met1.png
Supply wires on this layer in grey.
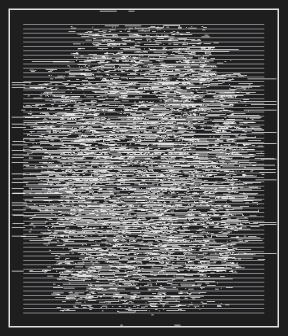
met2.png
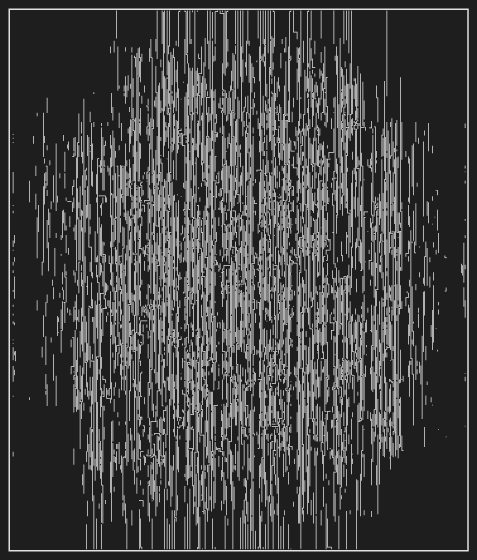
<file path="src/rtl/gpio_pkg.sv">
// -----------------------------------------------------------------------------
// gpio_pkg
// Shared definitions for the GPIO controller: register byte offsets, the
// register count, and the byte-enable merge helper used by every write path.
// -----------------------------------------------------------------------------
package gpio_pkg;

  // Number of mapped word registers (0x00 .. 0x24). Anything above reads 0 and
  // flags err.
  localparam int NUM_REGS = 10;

  // Byte offsets within the 64-byte window (decoded on addr[5:2]).
  localparam logic [5:0] OFS_DATA_OUT = 6'h00;
  localparam logic [5:0] OFS_SET      = 6'h04;
  localparam logic [5:0] OFS_CLR      = 6'h08;
  localparam logic [5:0] OFS_TGL      = 6'h0C;
  localparam logic [5:0] OFS_DIR      = 6'h10;
  localparam logic [5:0] OFS_DATA_IN  = 6'h14;
  localparam logic [5:0] OFS_IRQ_EN   = 6'h18;
  localparam logic [5:0] OFS_RISE_EN  = 6'h1C;
  localparam logic [5:0] OFS_FALL_EN  = 6'h20;
  localparam logic [5:0] OFS_IRQ_STAT = 6'h24;

  // Byte-merged write: lanes with be=1 take wdata, the rest keep old.
  // Atomic ops pass the fully computed new value as wdata so that the byte
  // enables gate the result, not the operand.
  function automatic logic [31:0] apply_be(input logic [31:0] old,
                                           input logic [31:0] wdata,
                                           input logic [3:0]  be);
    logic [31:0] res;
    for (int i = 0; i < 4; i++) begin
      res[8*i +: 8] = be[i] ? wdata[8*i +: 8] : old[8*i +: 8];
    end
    return res;
  endfunction

endpackage

</file>
<file path="src/rtl/gpio_if.sv">
// -----------------------------------------------------------------------------
// Core data-bus interfaces used by the GPIO controller.
//   gpio_dat_if : addr[31:0], be[3:0], wdata[31:0]        (master -> slave)
//   gpio_ctr_if : req, we (master -> slave);
//                 gnt, rvalid, err, rdata[31:0] (slave -> master)
// -----------------------------------------------------------------------------
interface gpio_dat_if;
  logic [31:0] addr;
  logic [3:0]  be;
  logic [31:0] wdata;

  modport Master (output addr, be, wdata);
  modport Slave  (input  addr, be, wdata);
endinterface

interface gpio_ctr_if;
  logic        req;
  logic        we;
  logic        gnt;
  logic        rvalid;
  logic        err;
  logic [31:0] rdata;

  modport Master (output req, we, input  gnt, rvalid, err, rdata);
  modport Slave  (input  req, we, output gnt, rvalid, err, rdata);
endinterface

</file>
<file path="src/rtl/gpio_sync.sv">
// -----------------------------------------------------------------------------
// gpio_sync
// Multi-flop synchroniser for asynchronous pad inputs plus one history flop
// for edge detection.
//   clk, rst_n : clock, async active-low reset
//   pin_i      : raw pad inputs (asynchronous)
//   data_in    : synchronised pin values (last chain stage)
//   rise_raw   : data_in & ~in_prev (unmasked)
//   fall_raw   : ~data_in & in_prev (unmasked)
// -----------------------------------------------------------------------------
module gpio_sync #(
  parameter int NBITS       = 32,
  parameter int SYNC_STAGES = 2
) (
  input  logic             clk,
  input  logic             rst_n,
  input  logic [NBITS-1:0] pin_i,
  output logic [NBITS-1:0] data_in,
  output logic [NBITS-1:0] rise_raw,
  output logic [NBITS-1:0] fall_raw
);

  logic [NBITS-1:0] sync_q [SYNC_STAGES];
  logic [NBITS-1:0] sync_d [SYNC_STAGES];
  logic [NBITS-1:0] in_prev_q, in_prev_d;

  always_comb begin
    sync_d[0] = pin_i;
    for (int i = 1; i < SYNC_STAGES; i++) begin
      sync_d[i] = sync_q[i-1];
    end
    in_prev_d = sync_q[SYNC_STAGES-1];
  end

  // NOTE: sequential state uses non-blocking assignments so every stage samples
  // its neighbour's value from before the edge; blocking would collapse the
  // chain into a single flop.
  always_ff @(posedge clk or negedge rst_n) begin
    if (!rst_n) begin
      // NOTE: this array is a flop chain, not a RAM, so it is reset like any
      // other register; a pin held high through reset then yields one rise.
      for (int i = 0; i < SYNC_STAGES; i++) begin
        sync_q[i] <= '0;
      end
      in_prev_q <= '0;
    end else begin
      for (int i = 0; i < SYNC_STAGES; i++) begin
        sync_q[i] <= sync_d[i];
      end
      in_prev_q <= in_prev_d;
    end
  end

  assign data_in  = sync_q[SYNC_STAGES-1];
  assign rise_raw = data_in & ~in_prev_q;
  assign fall_raw = ~data_in & in_prev_q;

endmodule

</file>
<file path="src/rtl/gpio_ctrl.sv">
// -----------------------------------------------------------------------------
// gpio_ctrl
// Parametrised GPIO controller: per-pin output/direction registers with atomic
// set/clear/toggle, synchronised inputs and rise/fall edge interrupts with W1C
// status. Single-cycle, no-back-pressure bus slave.
//   Clk, Rst_n : clock, async active-low reset
//   DatBus     : addr, be, wdata
//   CtrBus     : req, we in; gnt, rvalid, err, rdata out (all registered)
//   gpio_i     : raw pad inputs, asynchronous to Clk
//   gpio_o     : DATA_OUT
//   gpio_oe    : DIR (1 = drive)
//   irq        : registered level interrupt, |(IRQ_STAT & IRQ_EN)
// -----------------------------------------------------------------------------
module gpio_ctrl
  import gpio_pkg::*;
#(
  parameter int          NBITS       = 32,
  parameter int          SYNC_STAGES = 2,
  parameter logic [31:0] OUT_RST     = 32'h0
) (
  input  logic             Clk,
  input  logic             Rst_n,
  gpio_dat_if.Slave        DatBus,
  gpio_ctr_if.Slave        CtrBus,
  input  logic [NBITS-1:0] gpio_i,
  output logic [NBITS-1:0] gpio_o,
  output logic [NBITS-1:0] gpio_oe,
  output logic             irq
);

  // Bits above NBITS-1 are held at 0 in every register.
  localparam logic [31:0] PIN_MASK = 32'((64'h1 << NBITS) - 64'h1);

  logic [31:0] out_q,     out_d;
  logic [31:0] dir_q,     dir_d;
  logic [31:0] irq_en_q,  irq_en_d;
  logic [31:0] rise_en_q, rise_en_d;
  logic [31:0] fall_en_q, fall_en_d;
  logic [31:0] stat_q,    stat_d;
  logic        irq_q,     irq_d;
  logic        gnt_q,     gnt_d;
  logic        rvalid_q,  rvalid_d;
  logic        err_q,     err_d;
  logic [31:0] rdata_q,   rdata_d;

  logic [NBITS-1:0] data_in, rise_raw, fall_raw;
  logic [31:0]      rise_ev, fall_ev, w1c, rd_data;
  logic [5:0]       ofs;
  logic             mapped, wr_en;
  logic [31:0]      wdata;
  logic [3:0]       be;
  logic             addr_unused;

  gpio_sync #(
    .NBITS       (NBITS),
    .SYNC_STAGES (SYNC_STAGES)
  ) u_sync (
    .clk      (Clk),
    .rst_n    (Rst_n),
    .pin_i    (gpio_i),
    .data_in  (data_in),
    .rise_raw (rise_raw),
    .fall_raw (fall_raw)
  );

  assign ofs         = {DatBus.addr[5:2], 2'b00};
  assign mapped      = DatBus.addr[5:2] < 4'(NUM_REGS);
  assign wr_en       = CtrBus.req & CtrBus.we;
  assign wdata       = DatBus.wdata;
  assign be          = DatBus.be;
  assign addr_unused = ^{DatBus.addr[31:6], DatBus.addr[1:0]};

  // Edges are qualified by the enables but not by DIR, so driven pins can
  // raise their own interrupts.
  assign rise_ev = 32'(rise_raw) & rise_en_q;
  assign fall_ev = 32'(fall_raw) & fall_en_q;

  // Read mux sees pre-write state; SET/CLR/TGL and unmapped offsets read 0.
  always_comb begin
    rd_data = '0;
    case (ofs)
      OFS_DATA_OUT: rd_data = out_q;
      OFS_DIR:      rd_data = dir_q;
      OFS_DATA_IN:  rd_data = 32'(data_in);
      OFS_IRQ_EN:   rd_data = irq_en_q;
      OFS_RISE_EN:  rd_data = rise_en_q;
      OFS_FALL_EN:  rd_data = fall_en_q;
      OFS_IRQ_STAT: rd_data = stat_q;
      default:      rd_data = '0;
    endcase
  end

  always_comb begin
    // NOTE: each _d starts from its held value, so no branch below leaves a
    // variable unassigned and no latch can be inferred.
    out_d     = out_q;
    dir_d     = dir_q;
    irq_en_d  = irq_en_q;
    rise_en_d = rise_en_q;
    fall_en_d = fall_en_q;
    w1c       = '0;

    if (wr_en) begin
      case (ofs)
        OFS_DATA_OUT: out_d     = apply_be(out_q, wdata, be) & PIN_MASK;
        OFS_SET:      out_d     = apply_be(out_q, out_q | wdata, be) & PIN_MASK;
        OFS_CLR:      out_d     = apply_be(out_q, out_q & ~wdata, be) & PIN_MASK;
        OFS_TGL:      out_d     = apply_be(out_q, out_q ^ wdata, be) & PIN_MASK;
        OFS_DIR:      dir_d     = apply_be(dir_q, wdata, be) & PIN_MASK;
        OFS_IRQ_EN:   irq_en_d  = apply_be(irq_en_q, wdata, be) & PIN_MASK;
        OFS_RISE_EN:  rise_en_d = apply_be(rise_en_q, wdata, be) & PIN_MASK;
        OFS_FALL_EN:  fall_en_d = apply_be(fall_en_q, wdata, be) & PIN_MASK;
        OFS_IRQ_STAT: w1c       = apply_be(32'h0, wdata, be);
        default:      ;
      endcase
    end

    // Hardware set is OR-ed in after the clear, so it wins a collision.
    stat_d   = ((stat_q & ~w1c) | rise_ev | fall_ev) & PIN_MASK;
    irq_d    = |(stat_q & irq_en_q);

    gnt_d    = CtrBus.req;
    rvalid_d = CtrBus.req;
    err_d    = CtrBus.req & ~mapped;
    rdata_d  = CtrBus.req ? rd_data : rdata_q;
  end

  always_ff @(posedge Clk or negedge Rst_n) begin
    if (!Rst_n) begin
      out_q     <= OUT_RST & PIN_MASK;
      dir_q     <= '0;
      irq_en_q  <= '0;
      rise_en_q <= '0;
      fall_en_q <= '0;
      stat_q    <= '0;
      irq_q     <= 1'b0;
      gnt_q     <= 1'b0;
      rvalid_q  <= 1'b0;
      err_q     <= 1'b0;
      rdata_q   <= '0;
    end else begin
      out_q     <= out_d;
      dir_q     <= dir_d;
      irq_en_q  <= irq_en_d;
      rise_en_q <= rise_en_d;
      fall_en_q <= fall_en_d;
      stat_q    <= stat_d;
      irq_q     <= irq_d;
      gnt_q     <= gnt_d;
      rvalid_q  <= rvalid_d;
      err_q     <= err_d;
      rdata_q   <= rdata_d;
    end
  end

  assign gpio_o        = out_q[NBITS-1:0];
  assign gpio_oe       = dir_q[NBITS-1:0];
  assign irq           = irq_q;
  assign CtrBus.gnt    = gnt_q;
  assign CtrBus.rvalid = rvalid_q;
  assign CtrBus.err    = err_q;
  assign CtrBus.rdata  = rdata_q;

endmodule
</file>
<file path="src/flat_wrapper.sv">
// flat-port wrapper written by rule: the top's interface ports become plain ports
module gpio_ctrl_flat import gpio_pkg::*;
#(
  parameter int          NBITS       = 32,
  parameter int          SYNC_STAGES = 2,
  parameter logic [31:0] OUT_RST     = 32'h0
)
  (Clk, Rst_n, gpio_i, gpio_o, gpio_oe, irq, DatBus_addr, DatBus_be, DatBus_wdata, CtrBus_req, CtrBus_we, CtrBus_gnt, CtrBus_rvalid, CtrBus_err, CtrBus_rdata);
  gpio_dat_if DatBus_i ();
  gpio_ctr_if CtrBus_i ();
  input  logic Clk;
  input  logic Rst_n;
  input  logic [NBITS-1:0] gpio_i;
  output logic [NBITS-1:0] gpio_o;
  output logic [NBITS-1:0] gpio_oe;
  output logic irq;
  input wire logic [$bits(DatBus_i.addr)-1:0] DatBus_addr;
  input wire logic [$bits(DatBus_i.be)-1:0] DatBus_be;
  input wire logic [$bits(DatBus_i.wdata)-1:0] DatBus_wdata;
  input wire logic [$bits(CtrBus_i.req)-1:0] CtrBus_req;
  input wire logic [$bits(CtrBus_i.we)-1:0] CtrBus_we;
  output wire logic [$bits(CtrBus_i.gnt)-1:0] CtrBus_gnt;
  output wire logic [$bits(CtrBus_i.rvalid)-1:0] CtrBus_rvalid;
  output wire logic [$bits(CtrBus_i.err)-1:0] CtrBus_err;
  output wire logic [$bits(CtrBus_i.rdata)-1:0] CtrBus_rdata;
  assign DatBus_i.addr = DatBus_addr;
  assign DatBus_i.be = DatBus_be;
  assign DatBus_i.wdata = DatBus_wdata;
  assign CtrBus_i.req = CtrBus_req;
  assign CtrBus_i.we = CtrBus_we;
  assign CtrBus_gnt = CtrBus_i.gnt;
  assign CtrBus_rvalid = CtrBus_i.rvalid;
  assign CtrBus_err = CtrBus_i.err;
  assign CtrBus_rdata = CtrBus_i.rdata;
  gpio_ctrl #(.NBITS(NBITS), .SYNC_STAGES(SYNC_STAGES), .OUT_RST(OUT_RST)) u_core (.Clk(Clk), .Rst_n(Rst_n), .DatBus(DatBus_i), .CtrBus(CtrBus_i), .gpio_i(gpio_i), .gpio_o(gpio_o), .gpio_oe(gpio_oe), .irq(irq));
endmodule
</file>
<file path="config.mk">
export PLATFORM = sky130hd
export DESIGN_NAME = gpio_ctrl_flat
export DESIGN_NICKNAME = d
export VERILOG_FILES = /design/src/rtl/gpio_pkg.sv /design/src/rtl/gpio_if.sv /design/src/rtl/gpio_sync.sv /design/src/rtl/gpio_ctrl.sv /design/src/flat_wrapper.sv
export SDC_FILE = /design/constraint.sdc
export NUM_CORES = 1
export LEC_CHECK = 0
export ABC_AREA = 0
export CAP_MARGIN = 25
export CORE_ASPECT_RATIO = 1.2
export CORE_MARGIN = 8
export CORE_UTILIZATION = 55
export DETAILED_ROUTE_END_ITERATION = 10
export GPL_TIMING_DRIVEN = 0
export PLACE_DENSITY = 0.8
export SYNTH_ARGS = -nofsm -noshare
export SYNTH_HDL_FRONTEND = slang
export SYNTH_SLANG_ARGS = --single-unit
</file>
<file path="constraint.sdc">
create_clock -name Clk -period 1.7 [get_ports Clk]
set_input_delay 0.51 -clock Clk [delete_from_list [all_inputs] [get_ports Clk]]
set_output_delay 0.51 -clock Clk [all_outputs]
set_load 0.02 [all_outputs]
</file>
==> GITHUB_STEP_SUMMARY <==
## Implementation flow summary

| Metric | Value |
|---|---|
| Fraction of area in registers | 43.3% |
| Critical register-to-register path endpoint | u_core.irq |
| Max_slew headroom | 41.7% |
| Sequential cell area | about 8000 um2 |
| Failing checks | setup timing |
| Yosys Chip Area | 15,000 um2 |
| Gates resized, CTS repair | about 470 |
| Final routed DRC violation total | 0 |
| Total power | 20,900 uW |
| Slowest cell delay on critical path | approximately 0.4 ns |
| Tap cell instance count | 340 |
| Layout fillers | 1,886 |
| Largest non-sequential cell family by area | AND-OR/OR-AND gates |
| Library cell with the highest instance count after synthesis | sky130_fd_sc_hd__dfrtp_1 |
| Max frequency | around 560 MHz |
| Internal Pwr Total | 14,800 uW |
| Fin worst setup slack | -0.0904 ns |
| Power density normalized to cell area | 1120 nW/um2 |
| Met3 layer usage reported by global route | 6.16% |
| Number of cells on the critical path | 7 |
| Main synth FF type | sky130_fd_sc_hd__dfrtp_1 |
| Post-synth regs | 323 |
| Result of the run | finished, violations left |
| Count of unique library cells instantiated by Yosys | 51 |
| Horizontal die dimension | 167 um |
| Share of async-settable or async-resettable flops after synthesis | 100% |
| Buf/Inv on CP | 5 |
| Number of hold violations in the final report | 0 |
| Simple-gate share of the synthesized area | 7.86% |
| Final setup vio count | 5 |
| Height of the die | between 150 and 200 um |
| Adder-cell share of the synthesized area | 5.35% |
| Drt first pass iters | 6 |
| Mean cell area of the mapped netlist | 12.2 um2 |
| Worst setup path endpoint | u_core.CtrBus.rdata[2] |
| Type of origin of the critical path | input pin |
Back to the opening pictures, met1.png:
longest straight run: 66.2 um
nets with wire on the layer: 1,483
main direction: horizontal
share of all routed wire: 37%
wire length on this layer: 17,700 um
final routed wirelength across all metal layers: 48.1 mm
overall via count from detail_route: 12,040

Back to the opening pictures, met2.png:
main direction: vertical
longest straight run: 121 um
share of all routed wire: 48%
met2 Use GR: 47.7%

==> through the flow <==
stage / std cells / instance area, um2 / setup TNS, ns / worst slack [ns]
2_1_floorplan: 1228 / 15000 / -2.39 / -0.0294
3_3_place_gp: 1742 / 17200 / -4596.37 / -13.60
3_5_place_dp: 1744 / 17200 / -212.32 / -1.48
4_1_cts: 1841 / 18800 / 0 / 0.000253
5_1_grt: 1843 / 18700 / -0.0770 / -0.0287
6_report: 1843 / 18700 / -0.162 / -0.0904
==> power groups by stage <==
stage | clock [uW] | combinational (uW) | sequential [uW]
final | 7470 | 3920 | 9500
after global routing | 7810 | 4270 | 9570
after CTS | 7520 | 3910 | 9430
after detailed placement | 0 | 3860 | 9600
after global placement | 0 | 3680 | 9560
after floorplan | 0 | 1720 | 9700
No activity file was given, so power comes from the tool's default toggle rates.
